==> config.mk <==
export PLATFORM = sky130hd
export DESIGN_NAME = branch_sequencer
export DESIGN_NICKNAME = d
export VERILOG_FILES = /design/src/rtl/branch_sequencer.sv
export SDC_FILE = /design/constraint.sdc
export NUM_CORES = 1
export LEC_CHECK = 0
export CELL_PAD_IN_SITES_DETAIL_PLACEMENT = 1
export CELL_PAD_IN_SITES_GLOBAL_PLACEMENT = 2
export CORE_UTILIZATION = 30
export DETAILED_ROUTE_END_ITERATION = 7
export PLACE_DENSITY = 0.8
export SLEW_MARGIN = 20
export SYNTH_ARGS = -nofsm -noshare
export SYNTH_HDL_FRONTEND = slang
export SYNTH_SLANG_ARGS = --single-unit
export TNS_END_PERCENT = 100
==> constraint.sdc <==
create_clock -name clock -period 3 [get_ports clock]
set_input_delay 0.6 -clock clock [delete_from_list [all_inputs] [get_ports clock]]
set_output_delay 0.6 -clock clock [all_outputs]
set_load 0.02 [all_outputs]
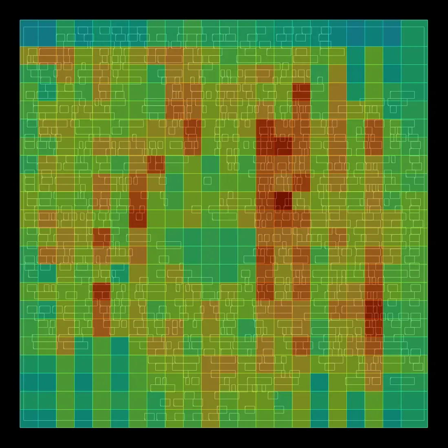
run_1/congestion.png
met3 capacity usage during global routing: 4.04%
wire length per cell: 16.7 um

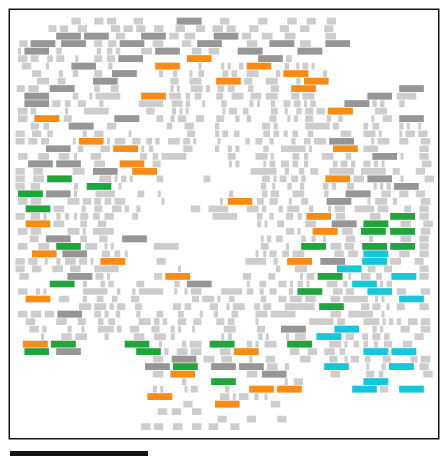
run_1/flops_by_reg.png
Bar = 50 um. Other sequential cells in the stronger gray, the rest of the logic in the fainter gray.
legend:
  orange:
    signal: pc_next
    sequential_cells: 32
    where: all over the die
  cyan:
    signal: branch_count
    sequential_cells: 16
    where: south-east
  green:
    signal: ir_q
    sequential_cells: 24
seq pwr: 2.88 mW
Seq/total area: 34.5%
utilization after layout: 40.5%

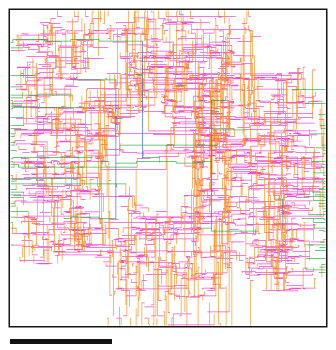
run_1/wires.png
Bar = 50 um.
legend:
  blue:
    layer: metal 4
    wire_length: 202 um
  magenta:
    layer: metal 1
    wire_length: 8820 um
  orange:
    layer: metal 2
    wire_length: 8840 um
  green:
    layer: metal 3
    wire_length: 854 um
vias: 5412
Routed WL: 18.7 mm
overall routing resource usage: 16.4%

==> results_tabular.tex, run 1 <==
% Auto-generated results table
\begin{tabular}{lr}
\hline
Metric & Value \\
\hline
\multicolumn{2}{l}{\textbf{Clock network}} \\
\quad Level count of the clock H-tree & 4 \\
\quad Clock latency reported for the late side of the worst-skew pair & 0.42 ns \\
\quad Cells resized by post-CTS repair & 0 \\
\quad TritonCTS clock tree & done \\
\multicolumn{2}{l}{\textbf{Finish}} \\
\quad Post-layout instance area & 9220 sq um \\
\quad Proportion of layout cells with a drive suffix above 1 & 16.6\% \\
\quad Combinational Area & 3610 sq um \\
\quad Count of non-filler cells in the finished layout & 1119 \\
\quad Buffer count excluding the clock tree in the final layout & 143 \\
\quad Dominant kind of cell & logic gates \\
\quad Flop count & 127 \\
\quad Number of inserted diodes & 0 \\
\multicolumn{2}{l}{\textbf{Worst hold path}} \\
\quad Hold Crit Class & input port to asynchronous set/reset pin \\
\multicolumn{2}{l}{\textbf{Routing}} \\
\quad Iteration-0 DRC Markers & 193 \\
\quad Uppermost layer routed & met4 \\
\multicolumn{2}{l}{\textbf{Logic synthesis}} \\
\quad Yosys synthesis warning count & 0 \\
\quad Summed standard-cell area reported by yosys & 7020 sq um \\
\quad Fraction of the mapped netlist area in simple logic gates & 12.9\% \\
\quad Number of cells in Yosys stat & 658 \\
\quad Netlist cell types & 65 \\
\multicolumn{2}{l}{\textbf{Placed design}} \\
\quad Placer's final routability congestion estimate & 0.776 \\
\quad Final HPWL from detailed placement & 13.5 mm \\
\multicolumn{2}{l}{\textbf{Timing}} \\
\quad Final tally of setup violations & 0 \\
\quad Least-Margin Pin Slew & 0.546 ns \\
\quad Final number of hold-violating endpoints & 0 \\
\multicolumn{2}{l}{\textbf{Global route}} \\
\quad Largest net degree at the start of global routing & 57 \\
\multicolumn{2}{l}{\textbf{Critical path}} \\
\quad Maximum single-stage delay on the critical path & 0.42 ns \\
\quad CP startpoint kind & flip-flop \\
\multicolumn{2}{l}{\textbf{Pwr}} \\
\quad Overall power of the completed layout & 11.0 mW \\
\quad Total power per unit cell area & 1190 nW/um\^{}2 \\
\multicolumn{2}{l}{\textbf{Floorplan}} \\
\quad Taps Inserted & 313 \\
\multicolumn{2}{l}{\textbf{Outcome}} \\
\quad Status & finished clean \\
\multicolumn{2}{l}{\textbf{Flow run}} \\
\quad \# Max-Cap Violations & 0 \\
\hline
\end{tabular}
run 1: placed cells by master (no fill, tap or decap), drive strengths merged, types with 4 or more instances in the layout:
cell / n
clkdlybuf4s50: 127
dfrtp: 127
xor2: 25
clkinv: 4
a21o: 14
a21oi: 63
mux2: 60
o211ai: 5
nand2: 45
inv: 18
nor2b: 5
ha: 37
a211oi: 4
nor3: 6
buf: 16
xnor2: 31
clkinvlp: 4
o31ai: 5
nor2: 54
o21bai: 6
and2: 5
and3: 19
a31oi: 14
nand4: 14
clkbuf: 18
o21ai: 30
nand3: 20
run 1: where the power goes:
part           leakage [nW]  internal, mW  switching [mW]
logic                  2.12          2.75            3.34
clock network         0.264          1.15           0.845
registers              1.56          2.38           0.501
total                  3.94          6.28            4.68
==> inputs of run 2 (changes only) <==
ABC_AREA = 0   (was default)
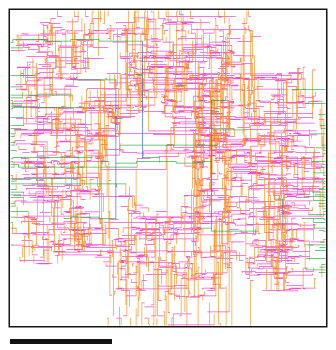
run_2/wires.png
Bar = 50 um.
legend:
  blue:
    layer: metal 4
    wire_length: 202 um
  green:
    layer: metal 3
    wire_length: 854 um
  orange:
    layer: metal 2
    wire_length: 8840 um
  magenta:
    layer: metal 1
    wire_length: 8820 um

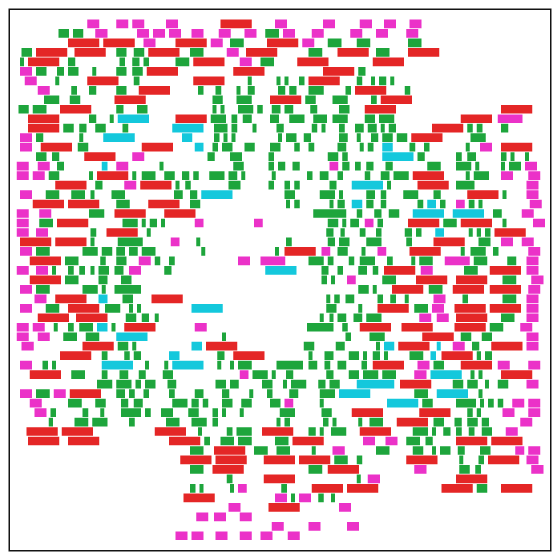
run_2/placement_by_type.png
legend:
  magenta:
    class: other buffers and delay cells
    cells: 143
  green:
    class: combinational and other logic
    cells: 504
  red:
    class: flops
    cells: 127
  cyan:
    class: clock drivers and dummy loads
    cells: 32
core footprint: 22800 sq um
number of rows created at floorplan: 55

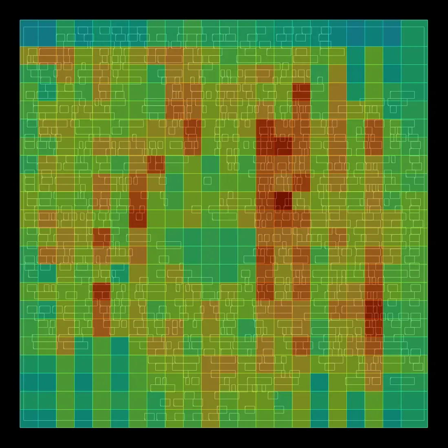
run_2/congestion.png
global routing usage on met2: 27.2%
Global Route met1 Usage: 21.3%
grt peak-use layer: met2

==> run 2 against run 1 <==
Effect of this change:
- critical path depth is the same
- cell count is the same
- clock power is essentially flat
- flip-flop count is the same
- utilization is the same
- total power is the same
- largest power group unchanged
- highest routed layer unchanged
==> results_tabular.tex, run 2 <==
% Auto-generated results table
\begin{tabular}{lr}
\hline
Metric & Value \\
\hline
\multicolumn{2}{l}{\textbf{Finish}} \\
\quad Utilization after layout & 40.5\% (unchanged) \\
\quad Count of non-filler cells in the finished layout & 1119 (unchanged) \\
\quad Dominant kind of cell & logic gates \\
\quad Most frequent logic cells in the routed design & 127 x sky130\_fd\_sc\_hd\_\_dfrtp\_1, 127 x sky130\_fd\_sc\_hd\_\_clkdlybuf4s50\_1, 59 x sky130\_fd\_sc\_hd\_\_mux2\_2, 57 x sky130\_fd\_sc\_hd\_\_a21oi\_1, 54 x sky130\_fd\_sc\_hd\_\_nor2\_1 \\
\quad Number of inserted diodes & 0 (unchanged) \\
\quad Combinational Area & 3610 sq um (unchanged) \\
\quad Seq/total area & 34.5\% (unchanged) \\
\quad Flop count & 127 (unchanged) \\
\quad Proportion of layout cells with a drive suffix above 1 & 16.6\% (unchanged) \\
\quad Buffer count excluding the clock tree in the final layout & 143 (unchanged) \\
\quad Post-layout instance area & 9220 sq um (unchanged) \\
\multicolumn{2}{l}{\textbf{Pwr}} \\
\quad Relative contribution of the clock network to total power & 18.2\% (about the same) \\
\quad Total power per unit cell area & 1190 nW/um\^{}2 (unchanged) \\
\quad Net Sw Power & 4.68 mW (unchanged) \\
\quad Total internal power & 6.28 mW (unchanged) \\
\quad Switching fraction of total power & 42.7\% (unchanged) \\
\quad Overall power of the completed layout & 11.0 mW (unchanged) \\
\multicolumn{2}{l}{\textbf{Placed design}} \\
\quad Placer's final routability congestion estimate & 0.776 (unchanged) \\
\quad Final HPWL from detailed placement & 13.5 mm (unchanged) \\
\multicolumn{2}{l}{\textbf{Floorplan}} \\
\quad Taps Inserted & 313 (unchanged) \\
\quad Effective utilization at floorplan & 30.8\% \\
\multicolumn{2}{l}{\textbf{Logic synthesis}} \\
\quad Netlist cell types & 65 (unchanged) \\
\quad Summed standard-cell area reported by yosys & 7020 sq um (unchanged) \\
\quad Number of cells in Yosys stat & 658 (unchanged) \\
\quad Yosys synthesis warning count & 0 (unchanged) \\
\multicolumn{2}{l}{\textbf{Timing}} \\
\quad Final tally of setup violations & 0 (unchanged) \\
\multicolumn{2}{l}{\textbf{Worst hold path}} \\
\quad Hold Crit Class & input port to asynchronous set/reset pin \\
\multicolumn{2}{l}{\textbf{Global route}} \\
\quad Largest net degree at the start of global routing & 57 (unchanged) \\
\quad Met3 capacity usage during global routing & 4.04\% (unchanged) \\
\quad Overall routing resource usage & 16.4\% (unchanged) \\
\multicolumn{2}{l}{\textbf{Routing}} \\
\quad Wire length per cell & 16.7 um (unchanged) \\
\quad Vias & 5412 (unchanged) \\
\quad Routed WL & 18.7 mm (unchanged) \\
\quad Iteration-0 DRC Markers & 193 (unchanged) \\
\quad Uppermost layer routed & met4 \\
\multicolumn{2}{l}{\textbf{Clock network}} \\
\quad Clock latency reported for the late side of the worst-skew pair & 0.42 ns (about the same) \\
\quad Level count of the clock H-tree & 4 (unchanged) \\
\quad Cells resized by post-CTS repair & 0 (unchanged) \\
\multicolumn{2}{l}{\textbf{Critical path}} \\
\quad Maximum single-stage delay on the critical path & 0.42 ns (about the same) \\
\quad CP startpoint kind & flip-flop \\
\multicolumn{2}{l}{\textbf{Flow run}} \\
\quad \# Max-Cap Violations & 0 (unchanged) \\
\multicolumn{2}{l}{\textbf{Outcome}} \\
\quad Status & finished clean \\
\hline
\end{tabular}
run 2: cell families (layout without fill, tap and decap cells):
kind of cell	Yosys count	in the layout	synth area share [%]
AOI/OAI and AO/OA	153	153	14.8
buffers and inverters	40	188	3.39
and+or+nand+nor	183	183	12.9
xor gates and xnor gates	56	56	6.99
DFF	127	127	45.3
adders and majority gates	38	38	6.88
muxes	61	61	9.77
run 2: power groups by stage:
| stage | sequential [mW] | combinational [mW] | clock [mW] |
|---|---|---|---|
| floorplan | 3.08 | 4.22 | 0 |
| global placement | 2.90 | 6.01 | 0 |
| detailed placement | 2.92 | 6.11 | 0 |
| CTS | 2.90 | 6.17 | 2.06 |
| global route | 2.98 | 6.76 | 2.13 |
| finish | 2.88 | 6.08 | 2.00 |
No activity file was given, so power comes from the tool's default toggle rates.
